$ cat src/rtl/clock_set_ctrl_pkg.sv
// Shared field limits, widths and FSM state type for the time-of-day setter.
package clock_set_ctrl_pkg;

  localparam int unsigned HOURS_W   = 5;
  localparam int unsigned MINUTES_W = 6;
  localparam int unsigned SECONDS_W = 6;

  localparam logic [HOURS_W-1:0]   HOURS_MAX   = 5'd23;
  localparam logic [MINUTES_W-1:0] MINUTES_MAX = 6'd59;
  localparam logic [SECONDS_W-1:0] SECONDS_MAX = 6'd59;

  typedef enum logic [1:0] {
    ST_IDLE  = 2'd0,
    ST_PRESS = 2'd1,
    ST_HOLD  = 2'd2
  } state_t;

endpackage

$ cat src/rtl/clock_set_ctrl_if.sv
// Strobes, debounced buttons and time-of-day outputs of the clock setter.
interface clock_set_ctrl_if;
  import clock_set_ctrl_pkg::*;

  logic                 i_1hz_stb;
  logic                 i_slow_set_stb;
  logic                 i_fast_set_stb;
  logic                 i_fast_set_db;
  logic                 i_set_hours_db;
  logic                 i_set_minutes_db;
  logic [HOURS_W-1:0]   o_hours;
  logic [MINUTES_W-1:0] o_minutes;
  logic [SECONDS_W-1:0] o_seconds;
  logic                 o_setting;

  modport slave (
    input  i_1hz_stb, i_slow_set_stb, i_fast_set_stb,
    input  i_fast_set_db, i_set_hours_db, i_set_minutes_db,
    output o_hours, o_minutes, o_seconds, o_setting
  );

  modport master (
    output i_1hz_stb, i_slow_set_stb, i_fast_set_stb,
    output i_fast_set_db, i_set_hours_db, i_set_minutes_db,
    input  o_hours, o_minutes, o_seconds, o_setting
  );
endinterface

$ cat src/rtl/clock_set_ctrl_mod_counter.sv
// Modulo-(MAX+1) counter with clear; carry flags an increment taken at MAX.
module mod_counter #(
  parameter int unsigned       WIDTH = 6,
  parameter logic [WIDTH-1:0]  MAX   = WIDTH'(59)
) (
  input  logic             i_clk,
  input  logic             i_reset_n,
  input  logic             i_inc,
  input  logic             i_clr,
  output logic [WIDTH-1:0] o_count,
  output logic             o_carry
);

  logic [WIDTH-1:0] count_q;

  assign o_count = count_q;
  assign o_carry = i_inc & (count_q == MAX);

  // Clear has priority over increment; wrap to zero after MAX.
  always_ff @(posedge i_clk or negedge i_reset_n) begin
    if (!i_reset_n) begin
      count_q <= '0;
    end else if (i_clr) begin
      count_q <= '0;
    end else if (i_inc) begin
      count_q <= (count_q == MAX) ? '0 : count_q + WIDTH'(1);
    end
  end

endmodule

$ cat src/rtl/clock_set_ctrl.sv
// Time-of-day registers with 1 Hz advance and press/auto-repeat setting.
module clock_set_ctrl
  import clock_set_ctrl_pkg::*;
#(
  parameter int unsigned HOLD_STB = 2
) (
  input  logic             i_clk,
  input  logic             i_reset_n,
  clock_set_ctrl_if.slave  bus
);

  localparam int unsigned    HW       = (HOLD_STB > 0) ? $clog2(HOLD_STB + 1) : 1;
  localparam logic [HW-1:0]  HOLD_MAX = HW'(HOLD_STB);

  state_t          state_q;
  logic [HW-1:0]   hold_q;
  logic            prev_h_q, prev_m_q;
  logic            setting_q;

  logic rise_h, rise_m, any_rise, any_btn, rate_stb, hold_done, repeat_stb;
  logic sec_inc, sec_clr, min_inc, hr_inc;
  logic sec_carry, min_carry, hr_carry_unused;

  // Edge detect, rate selection and per-field increment decode.
  // Set-mode increments never see a seconds carry (seconds only tick in IDLE
  // without a concurrent press), so minutes/hours wrap independently there.
  always_comb begin
    rise_h     = bus.i_set_hours_db & ~prev_h_q;
    rise_m     = bus.i_set_minutes_db & ~prev_m_q;
    any_rise   = rise_h | rise_m;
    any_btn    = bus.i_set_hours_db | bus.i_set_minutes_db;
    rate_stb   = bus.i_fast_set_db ? bus.i_fast_set_stb : bus.i_slow_set_stb;
    hold_done  = (hold_q == HOLD_MAX);
    repeat_stb = (state_q == ST_HOLD) & ~any_rise & any_btn & rate_stb & hold_done;
    sec_inc    = (state_q == ST_IDLE) & ~any_rise & bus.i_1hz_stb;
    sec_clr    = any_rise;
    min_inc    = rise_m | (repeat_stb & bus.i_set_minutes_db) | sec_carry;
    hr_inc     = rise_h | (repeat_stb & bus.i_set_hours_db) | (sec_carry & min_carry);
  end

  // Press/hold state machine, hold-off counter and button history.
  always_ff @(posedge i_clk or negedge i_reset_n) begin
    if (!i_reset_n) begin
      state_q   <= ST_IDLE;
      hold_q    <= '0;
      prev_h_q  <= 1'b0;
      prev_m_q  <= 1'b0;
      setting_q <= 1'b0;
    end else begin
      prev_h_q <= bus.i_set_hours_db;
      prev_m_q <= bus.i_set_minutes_db;
      if (any_rise) begin
        state_q   <= ST_PRESS;
        hold_q    <= '0;
        setting_q <= 1'b1;
      end else begin
        case (state_q)
          ST_IDLE: begin
            setting_q <= 1'b0;
          end
          ST_PRESS: begin
            state_q   <= any_btn ? ST_HOLD : ST_IDLE;
            setting_q <= any_btn;
          end
          ST_HOLD: begin
            if (!any_btn) begin
              state_q   <= ST_IDLE;
              setting_q <= 1'b0;
            end else if (rate_stb && !hold_done) begin
              hold_q <= hold_q + HW'(1);
            end
          end
          default: begin
            state_q   <= ST_IDLE;
            setting_q <= 1'b0;
          end
        endcase
      end
    end
  end

  mod_counter #(.WIDTH(SECONDS_W), .MAX(SECONDS_MAX)) u_sec (
    .i_clk(i_clk), .i_reset_n(i_reset_n), .i_inc(sec_inc), .i_clr(sec_clr),
    .o_count(bus.o_seconds), .o_carry(sec_carry)
  );

  mod_counter #(.WIDTH(MINUTES_W), .MAX(MINUTES_MAX)) u_min (
    .i_clk(i_clk), .i_reset_n(i_reset_n), .i_inc(min_inc), .i_clr(1'b0),
    .o_count(bus.o_minutes), .o_carry(min_carry)
  );

  mod_counter #(.WIDTH(HOURS_W), .MAX(HOURS_MAX)) u_hr (
    .i_clk(i_clk), .i_reset_n(i_reset_n), .i_inc(hr_inc), .i_clr(1'b0),
    .o_count(bus.o_hours), .o_carry(hr_carry_unused)
  );

  assign bus.o_setting = setting_q;

endmodule
$ cat src/flat_wrapper.sv
// flat-port wrapper written by rule: the top's interface ports become plain ports
module clock_set_ctrl_flat import clock_set_ctrl_pkg::*;
#(
  parameter int unsigned HOLD_STB = 2
)
  (i_clk, i_reset_n, bus_i_1hz_stb, bus_i_slow_set_stb, bus_i_fast_set_stb, bus_i_fast_set_db, bus_i_set_hours_db, bus_i_set_minutes_db, bus_o_hours, bus_o_minutes, bus_o_seconds, bus_o_setting);
  clock_set_ctrl_if bus_i ();
  input  logic i_clk;
  input  logic i_reset_n;
  input wire logic [$bits(bus_i.i_1hz_stb)-1:0] bus_i_1hz_stb;
  input wire logic [$bits(bus_i.i_slow_set_stb)-1:0] bus_i_slow_set_stb;
  input wire logic [$bits(bus_i.i_fast_set_stb)-1:0] bus_i_fast_set_stb;
  input wire logic [$bits(bus_i.i_fast_set_db)-1:0] bus_i_fast_set_db;
  input wire logic [$bits(bus_i.i_set_hours_db)-1:0] bus_i_set_hours_db;
  input wire logic [$bits(bus_i.i_set_minutes_db)-1:0] bus_i_set_minutes_db;
  output wire logic [$bits(bus_i.o_hours)-1:0] bus_o_hours;
  output wire logic [$bits(bus_i.o_minutes)-1:0] bus_o_minutes;
  output wire logic [$bits(bus_i.o_seconds)-1:0] bus_o_seconds;
  output wire logic [$bits(bus_i.o_setting)-1:0] bus_o_setting;
  assign bus_i.i_1hz_stb = bus_i_1hz_stb;
  assign bus_i.i_slow_set_stb = bus_i_slow_set_stb;
  assign bus_i.i_fast_set_stb = bus_i_fast_set_stb;
  assign bus_i.i_fast_set_db = bus_i_fast_set_db;
  assign bus_i.i_set_hours_db = bus_i_set_hours_db;
  assign bus_i.i_set_minutes_db = bus_i_set_minutes_db;
  assign bus_o_hours = bus_i.o_hours;
  assign bus_o_minutes = bus_i.o_minutes;
  assign bus_o_seconds = bus_i.o_seconds;
  assign bus_o_setting = bus_i.o_setting;
  clock_set_ctrl #(.HOLD_STB(HOLD_STB)) u_core (.i_clk(i_clk), .i_reset_n(i_reset_n), .bus(bus_i));
endmodule
$ cat config.mk
export PLATFORM = sky130hd
export DESIGN_NAME = clock_set_ctrl_flat
export DESIGN_NICKNAME = d
export VERILOG_FILES = /design/src/rtl/clock_set_ctrl_pkg.sv /design/src/rtl/clock_set_ctrl_if.sv /design/src/rtl/clock_set_ctrl_mod_counter.sv /design/src/rtl/clock_set_ctrl.sv /design/src/flat_wrapper.sv
export SDC_FILE = /design/constraint.sdc
export NUM_CORES = 1
export LEC_CHECK = 0
export CAP_MARGIN = 0
export CORE_MARGIN = 1.5
export CORE_UTILIZATION = 35
export CTS_CLUSTER_DIAMETER = 150
export CTS_CLUSTER_SIZE = 8
export DETAILED_ROUTE_END_ITERATION = 16
export GPL_ROUTABILITY_DRIVEN = 0
export PLACE_DENSITY = 0.65
export SYNTH_ARGS = -nofsm -noshare
export SYNTH_HDL_FRONTEND = slang
export SYNTH_SLANG_ARGS = --single-unit
$ cat constraint.sdc
create_clock -name i_clk -period 1.8 [get_ports i_clk]
set_input_delay 0.27 -clock i_clk [delete_from_list [all_inputs] [get_ports i_clk]]
set_output_delay 0.27 -clock i_clk [all_outputs]
set_load 0.03 [all_outputs]
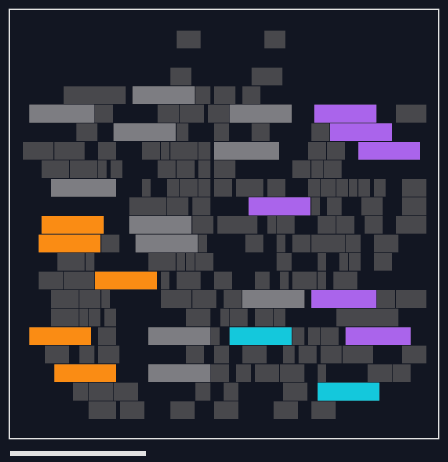
*Sequential cells coloured by netlist name, run 1*
The bar under the picture is 20 um long. Other sequential cells in the stronger grey, the rest of the logic in the fainter grey.
| signal | colour | flops |
|---|---|---|
| `u_core.u_sec.o_count` | purple | 6 |
| `u_core.u_hr.o_count` | orange | 5 |
| `u_core.state_q` | cyan | 2 |

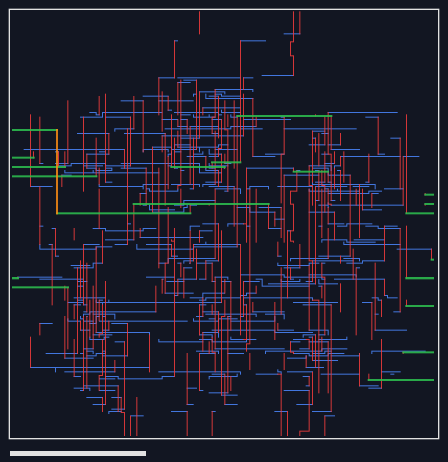
*Metal layers overlaid, run 1*
The bar under the picture is 20 um long.
| layer | colour | wire length |
|---|---|---|
| M1 | blue | 1,220 um |
| M2 | red | 1,350 um |
| M4 | orange | 12.2 um |
| M3 | green | 136 um |
WL final: 2720 um
wire length per cell: 12.4 um
via count: 1,095
global-route usage over all layers: 14.4%

==> reports/metrics.csv, run 1 <==
metric;value;unit
crit-path max cell delay;0.45;ns
status;finished clean;
Synth Cell Area;1250;um^2
RSZ-0062 raised after global routing;yes;
Sw Ratio;40.1;%
Antenna Cells;0;
TritonCTS clock tree;built;
I/O Pins;26;
clk slew on worst S/H paths;0.14;ns
share of power burned in registers;38.2;%
Top-area cell share;48.0;%
Fmax;0.563;GHz
# Cells Yosys;118;
Fill cells;298;
CP endpoint;u_core.u_min.o_count[3];
Static Leakage;0.905;nW
IO Port Bufs;25;
clock period minus worst slack;1.78;ns
global-route wire length before repair;4660;um
Max-cap violations;0;
clock latency on the worst-skew pair;0.32;ns
Routed Antenna Nets;0;
R2R depth;8;
flip-flops with a built-in enable;0;
Final Skew;0.0116;ns
yosys warning tally;0;
Init Core Util;37.0;%
Clock Power Share;11.7;%
crit end category;flip-flop;
core area;3390;um^2
crit-path leading delay family;simple AND/OR/NAND/NOR gates;
post-CTS resize count;3;
Cell Chain, Critical Path;ha_4 -> nor2b_4 -> nand4_1 -> buf_4 -> nor2_4 -> buf_4 -> or3b_1 -> o311ai_1;
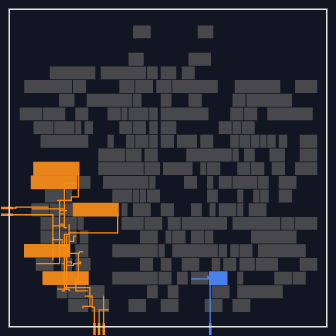
*I/O nets highlighted, run 1*
| port | colour | direction | edge | end cells | buffers | wire |
|---|---|---|---|---|---|---|
| `bus_o_hours` | orange | output | 3 south, 2 west | 5 | 5 | 178 um |
| `bus_i_slow_set_stb` | blue | input | south | 1 | 1 | 13.8 um |

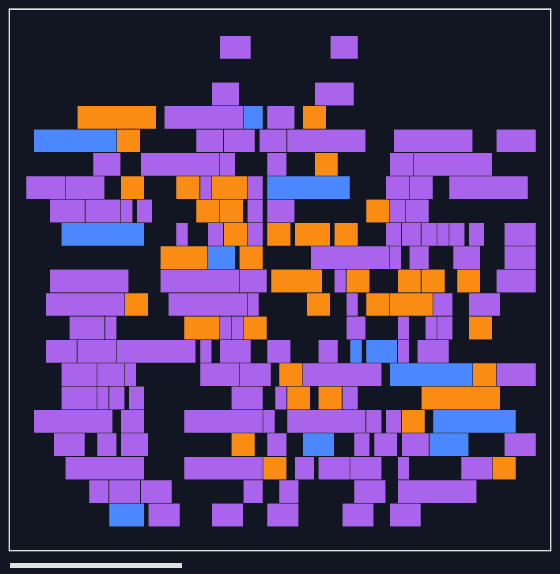
*Drive-strength map, run 1*
The bar under the picture is 20 um long.
| size | colour | cells | most used |
|---|---|---|---|
| x2 | blue | 12 | dfrtp_2 |
| x1 and smaller | purple | 124 | dfrtp_1 |
| x3 and x4 | orange | 37 | buf_4 |
setup ws final: 0.0234 ns
Buffers excl. clock: 51
Final Cell Area: 1860 um^2

run 1: logic make-up (layout without fill, tap and decap cells):
logic type      Yosys count  count (layout)  share of synthesized area [%]
compound gates           23              23                           12.3
buf+inv                   4              59                           1.20
xor+xnor                  4               4                           2.80
simple gates             49              49                           23.1
flops                    24              24                           48.0
fa+ha+maj                 4               4                           4.00
mux                      10              10                           8.69
run 1: cell type report:
| class | count | area share (%) |
|---|---|---|
| flip-flops and latches | 24 | 32.7 |
| well taps | 46 | 3.10 |
| multi-input cells | 90 | 37.4 |
| inverters | 4 | 0.808 |
| repair buffers | 51 | 24.6 |
| clock buffers | 4 | 1.41 |
run 1: worst min-delay path by stage:
stage / to / slack (ns) / cells past startpoint
6_report: u_core.state_q[1] / 0.28 / 2
5_1_grt: u_core.state_q[1] / 0.30 / 2
4_1_cts: u_core.state_q[1] / 0.29 / 2
3_5_place_dp: u_core.hold_q[1] / 0.53 / 2
3_3_place_gp: u_core.hold_q[1] / 0.51 / 2
2_1_floorplan: u_core.bus.o_setting / -0.03 / 0
run 1: cells in the final DEF, fill, tap and decap left out, types with 3 or more instances in the layout:
master,synthesis,final
nor2b_1,4,3
mux2i_1,3,3
dfrtp_1,24,19
inv_1,3,3
dlymetal6s2s_1,0,6
buf_4,0,26
nor3b_1,4,4
clkbuf_4,0,3
nor2_1,13,12
mux2_1,7,5
clkdlybuf4s50_1,0,17
xnor2_1,3,3
nor3_1,3,3
nand2_1,4,4
o21ai_1,10,9
nand3_1,5,4
dfrtp_2,0,5
run 1: power by group through the flow:
stage / clock, mW / sequential [mW] / combinational, mW
3_5_place_dp: 0 / 0.821 / 1.07
4_1_cts: 0.264 / 0.810 / 1.06
6_report: 0.249 / 0.810 / 1.06
2_1_floorplan: 0 / 1.08 / 0.308
5_1_grt: 0.276 / 0.832 / 1.17
3_3_place_gp: 0 / 0.815 / 1.03
run 1: worst reg2reg max path, delay by kind of cell (launching register included):
| family | cells | cell delay, ns |
|---|---|---|
| DFF | 1 | 0.45 |
| and+or+nand+nor | 4 | 0.69 |
| buffers and inverters | 2 | 0.30 |
| AOI/OAI and AO/OA | 1 | 0.08 |
| adders and majority gates | 1 | 0.16 |
run 1: registers in the layout (all words and copies together) (netlist names):
name                  flops
u_core.prev_h_q           1
u_core.u_hr.o_count       5
u_core.bus.o_setting      1
u_core.prev_m_q           1
u_core.state_q            2
u_core.u_sec.o_count      6
u_core.hold_q             2
u_core.u_min.o_count      6
run 1: metrics by stage:
| step | instance area (um^2) | instances | hold WS [ns] | setup TNS (ns) | utilization [%] |
|---|---|---|---|---|---|
| 3_5_place_dp | 1760 | 211 | 0.526 | -1.52 | 52.0 |
| 4_1_cts | 1810 | 217 | 0.287 | -0.00405 | 53.3 |
| 2_1_floorplan | 1290 | 118 | -0.0256 | -0.0619 | - |
| 3_3_place_gp | 1760 | 211 | 0.510 | -1.33 | 52.0 |
| 5_1_grt | 1860 | 219 | 0.305 | -0.383 | 54.8 |
| 6_report | 1860 | 219 | 0.280 | 0 | 54.8 |
run 1: per-layer routing:
metal  GRT usage [%]  up-vias  wire, um
li1                -      542         -
met1            17.4      525      1220
met2            26.5       26      1350
met3            3.78        2       136
met4            1.67        0        12
met5               0        -         0
## Run 2: what changed since run 1
--- a/config.mk
+++ b/config.mk
@@ -6,7 +6,7 @@
 export NUM_CORES = 1
 export LEC_CHECK = 0
 export CAP_MARGIN = 0
-export CORE_MARGIN = 1.5
+export CORE_MARGIN = 2
 export CORE_UTILIZATION = 35
 export CTS_CLUSTER_DIAMETER = 150
 export CTS_CLUSTER_SIZE = 8
==> constraint.sdc (replaced) <==
create_clock -name i_clk -period 1.8 [get_ports i_clk]
set_input_delay 0.36 -clock i_clk [delete_from_list [all_inputs] [get_ports i_clk]]
set_output_delay 0.36 -clock i_clk [all_outputs]
set_load 0.03 [all_outputs]
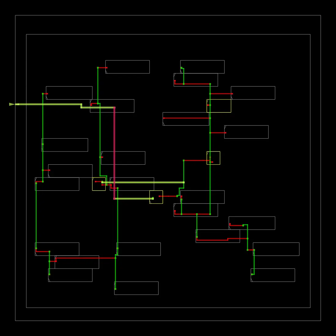
*The clock network, run 2*
Sink Count: 24
clock latency on the worst-skew pair: 0.31 ns
clk pwr: 0.283 mW
CTS Buf Count: 3
flop count: 24

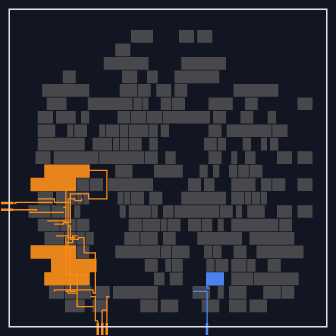
*I/O nets highlighted, run 2*
| port | colour | direction | edge | end cells | buffers | wire |
|---|---|---|---|---|---|---|
| `bus_i_slow_set_stb` | blue | input | south | 1 | 1 | 11.6 um |
| `bus_o_hours` | orange | output | 3 south, 2 west | 5 | 5 | 172 um |

==> run 2 against run 1 <==
Effect of this change:
- final cell count rose by 0.46%
- power fell by 0.93%
- global-route usage rose by 0.57 points
- critical path depth fell by 2
- sequential cell count did not move
- critical path type unchanged
- largest power group unchanged
==> reports/metrics.csv, run 2 <==
metric;value;unit
global-route wire length before repair;4890;um
Routed Antenna Nets;0;
TritonCTS clock tree;built;
Antenna Cells;0;
highest-count logic cell in the final layout;buf_4;
yosys warning tally;0;
I/O Pins;26;
flip-flops with a built-in enable;0;
Setup TNS;0;ns
Fmax;0.570;GHz
WL final;2740;um
Init Core Util;37.0;%
crit-path leading delay family;simple AND/OR/NAND/NOR gates;
IO Port Bufs;25;
Top-area cell share;48.0;%
Max-cap violations;0;
Static Leakage;0.889;nW
Top cells excl fill/tap;buf_4, dfrtp_1, dlygate4sd2_1;
Synth Cell Area;1250;um^2
clock period minus worst slack;1.75;ns
status;finished clean;
R2R depth;6;
## run 2: cell type report
class | instances | area [um^2]
Clock buffer | 4 | 36.3
Fill cell | 303 | 1560
Inverter | 4 | 15.0
Multi-Input combinational cell | 90 | 669
Sequential cell | 24 | 607
Tap cell | 46 | 57.6
Timing Repair Buffer | 52 | 440
## run 2: repair_timing
action,4_1_cts,5_1_grt
resized,15,3
endpoints found under the setup margin,16,10
setup buffers,2,2
pin swaps,2,1
## run 2: per-layer routing
metal	vias to the layer above	wire length, um	GRT usage, %
met5	-	0	0
met3	2	85	3.87
met4	0	19	3.26
met2	17	1440	27.2
li1	545	-	-
met1	544	1200	17.6
## run 2: worst min path at each step
stage	startpoint	to	cells after the start
2_1_floorplan	i_reset_n	u_core.bus.o_setting	0
3_3_place_gp	u_core.hold_q[1]	u_core.hold_q[1]	2
3_5_place_dp	u_core.u_min.o_count[4]	u_core.u_min.o_count[4]	1
4_1_cts	i_reset_n	u_core.u_hr.o_count[2]	2
5_1_grt	i_reset_n	u_core.u_hr.o_count[3]	2
6_report	i_reset_n	u_core.state_q[1]	2
## run 2: kinds of logic after synthesis
| kind of cell | count (synthesis) | synth area share, % |
|---|---|---|
| muxes | 10 | 8.69 |
| and+or+nand+nor | 49 | 23.1 |
| buffers and inverters | 4 | 1.20 |
| adders and majority gates | 4 | 4.00 |
| xor gates and xnor gates | 4 | 2.80 |
| AOI/OAI and AO/OA | 23 | 12.3 |
| DFF | 24 | 48.0 |
## run 2: worst register-to-register path, cell delays in order, from the launching register on
cell,delay (ns)
dfrtp_2,0.41
ha_4,0.14
nor2b_4,0.13
nand4_1,0.23
nor3_4,0.30
o2111ai_1,0.14
mux2_1,0.32
## run 2: report_power, final
group          switching [mW]  leakage, nW  internal, mW
Sequential              0.132        0.294         0.676
Clock                   0.160       0.0210         0.124
Combinational           0.549        0.574         0.459
Total                   0.841        0.889          1.26
## run 2: per-stage QoR
stage | std cells | power [mW] | cell area [um^2] | hold WS (ns) | worst slack [ns]
floorplan | 118 | 1.39 | 1290 | 0.0644 | -0.0350
finish | 220 | 2.10 | 1830 | 0.384 | 0.0453
detailed placement | 212 | 1.89 | 1770 | 0.539 | -0.298
global route | 220 | 2.26 | 1830 | 0.411 | -0.0578
CTS | 218 | 2.13 | 1800 | 0.384 | 0.00405
global placement | 212 | 1.85 | 1770 | 0.510 | -0.272
## Run 3: what changed since run 2
--- a/config.mk
+++ b/config.mk
@@ -11,8 +11,10 @@
 export CTS_CLUSTER_DIAMETER = 150
 export CTS_CLUSTER_SIZE = 8
 export DETAILED_ROUTE_END_ITERATION = 16
+export DONT_BUFFER_PORTS = 1
 export GPL_ROUTABILITY_DRIVEN = 0
-export PLACE_DENSITY = 0.65
+export MAX_ROUTING_LAYER = met4
+export PLACE_DENSITY = 0.56
 export SYNTH_ARGS = -nofsm -noshare
 export SYNTH_HDL_FRONTEND = slang
 export SYNTH_SLANG_ARGS = --single-unit
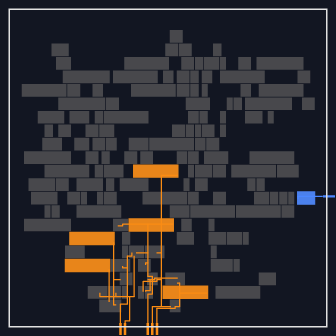
*I/O nets highlighted, run 3*
| port | colour | direction | edge | end cells | buffers | wire |
|---|---|---|---|---|---|---|
| `bus_i_slow_set_stb` | blue | input | east | 1 | 0 | 5.30 um |
| `bus_o_hours` | orange | output | south | 5 | 2 | 171 um |
I/O Pins: 26
IO Port Bufs: 0

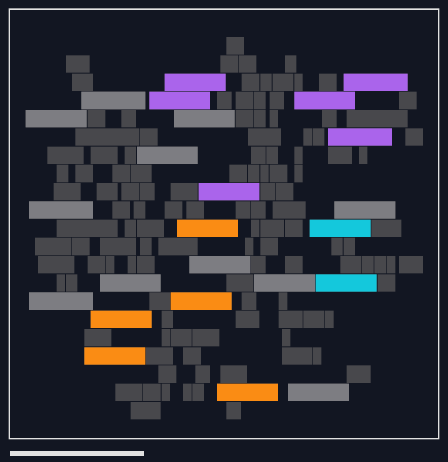
*Sequential cells coloured by netlist name, run 3*
The bar under the picture is 20 um long. Other sequential cells in the stronger grey, the rest of the logic in the fainter grey.
| signal | colour | flops |
|---|---|---|
| `u_core.state_q` | cyan | 2 |
| `u_core.u_hr.o_count` | orange | 5 |
| `u_core.u_sec.o_count` | purple | 6 |

==> run 3 against run 2 <==
Effect of this change:
- critical path depth grew 2
- combinational power shrank about 10%
- setup slack lost 0.035 ns
- wire length grew 3.7%
- highest routed layer unchanged
- non-clock buffer count shrank 30
- clock power grew 6%
==> reports/metrics.csv, run 3 <==
metric;value;unit
Cell Chain, Critical Path;ha_4 -> nor2b_4 -> nand4_1 -> buf_4 -> nor2_4 -> buf_6 -> or3b_4 -> o311ai_4;
Top cells excl fill/tap;buf_4, dfrtp_1, nor2_1;
M1 wire length;1180;um
core area;3390;um^2
yosys warning tally;0;
crit end category;flip-flop;
highest-count logic cell in the final layout;buf_4;
Static Leakage;0.725;nW
number of setup buffers added after CTS;0;
crit-path max cell delay;0.45;ns
CTS Buf Count;3;
crit-path leading delay family;simple AND/OR/NAND/NOR gates;
global-route usage over all layers;14.5;%
TritonCTS clock tree;built;
# Cells Yosys;118;
Final Skew;0.00651;ns
Top-area cell share;48.0;%
Sw Ratio;42.3;%
Routed Antenna Nets;0;
Psw;0.867;mW
via count;1017;
clock period minus worst slack;1.79;ns
Synth Cell Area;1250;um^2
Sink Count;24;
Antenna Cells;0;
status;finished clean;
combinational share of power;43.3;%
Clock Power Share;14.6;%
met2 wire length;1460;um
Init Core Util;37.0;%
clk slew on worst S/H paths;0.14;ns
Int Pwr;1.18;mW
Fill cells;325;
Top Layer Used;met4;
Fmax;0.559;GHz
[run 3: cell counts after synthesis]
No cell type changed its count.
[run 3: layer usage]
metal | up-vias | GRT usage (%)
li1 | 487 | -
met3 | 2 | 4.93
met1 | 497 | 15.3
met2 | 31 | 25.4
met5 | - | -
met4 | 0 | 4.35
[run 3: final timing paths]
kind / cells past startpoint / start / slack (ns) / endpoint
min reg2reg: 2 / u_core.hold_q[1] / 0.56 / u_core.hold_q[1]
max: 8 / u_core.u_sec.o_count[0] / 0.01 / u_core.u_min.o_count[3]
min: 0 / bus_i_set_minutes_db / 0.04 / u_core.prev_m_q
max reg2reg: 8 / u_core.u_sec.o_count[0] / 0.01 / u_core.u_min.o_count[3]
max in group asynchronous: 1 / i_reset_n / 0.41 / u_core.u_sec.o_count[0]
min in group asynchronous: 1 / i_reset_n / 0.67 / u_core.u_hr.o_count[2]
[run 3: cell families (layout without fill, tap and decap cells)]
kind of cell	count (synthesis)	in the layout	synth area share (%)
and+or+nand+nor	49	49	23.1
DFF	24	24	48.0
AOI/OAI and AO/OA	23	23	12.3
muxes	10	10	8.69
adders and majority gates	4	4	4.00
xor gates and xnor gates	4	4	2.80
buffers and inverters	4	30	1.20
[run 3: repair_timing]
action	4_1_cts	5_1_grt
hold endpoints to repair	24	0
endpoints found under the setup margin	4	10
gates resized	2	11
pin swaps	2	5
hold buffers	1	0
[run 3: power groups by stage]
stage,sequential (mW),combinational [mW],clock [mW]
floorplan,1.08,0.308,0
global placement,0.869,0.770,0
detailed placement,0.875,0.789,0
CTS,0.865,0.810,0.302
global route,0.885,0.973,0.327
finish,0.862,0.887,0.300
[run 3: cell type report]
type / instances / area, um^2 / share of cell area [%]
clock buffers: 4 / 36.3 / 2.25
multi-input cells: 90 / 724 / 45.0
flip-flops and latches: 24 / 607 / 37.7
repair buffers: 22 / 171 / 10.6
inverters: 4 / 15.0 / 0.932
well taps: 46 / 57.6 / 3.57
[run 3: through the flow]
step           cells  utilization (%)  power (mW)  TNS, ns  area, um^2
2_1_floorplan    118                -        1.39  -0.0619        1290
3_3_place_gp     185             44.4        1.64  -0.0568        1510
3_5_place_dp     185             44.4        1.66  -0.0399        1510
4_1_cts          190             46.1        1.98        0        1560
5_1_grt          190             47.5        2.19   -0.290        1610
6_report         190             47.5        2.05        0        1610
Power and IR drop assume default switching activity.
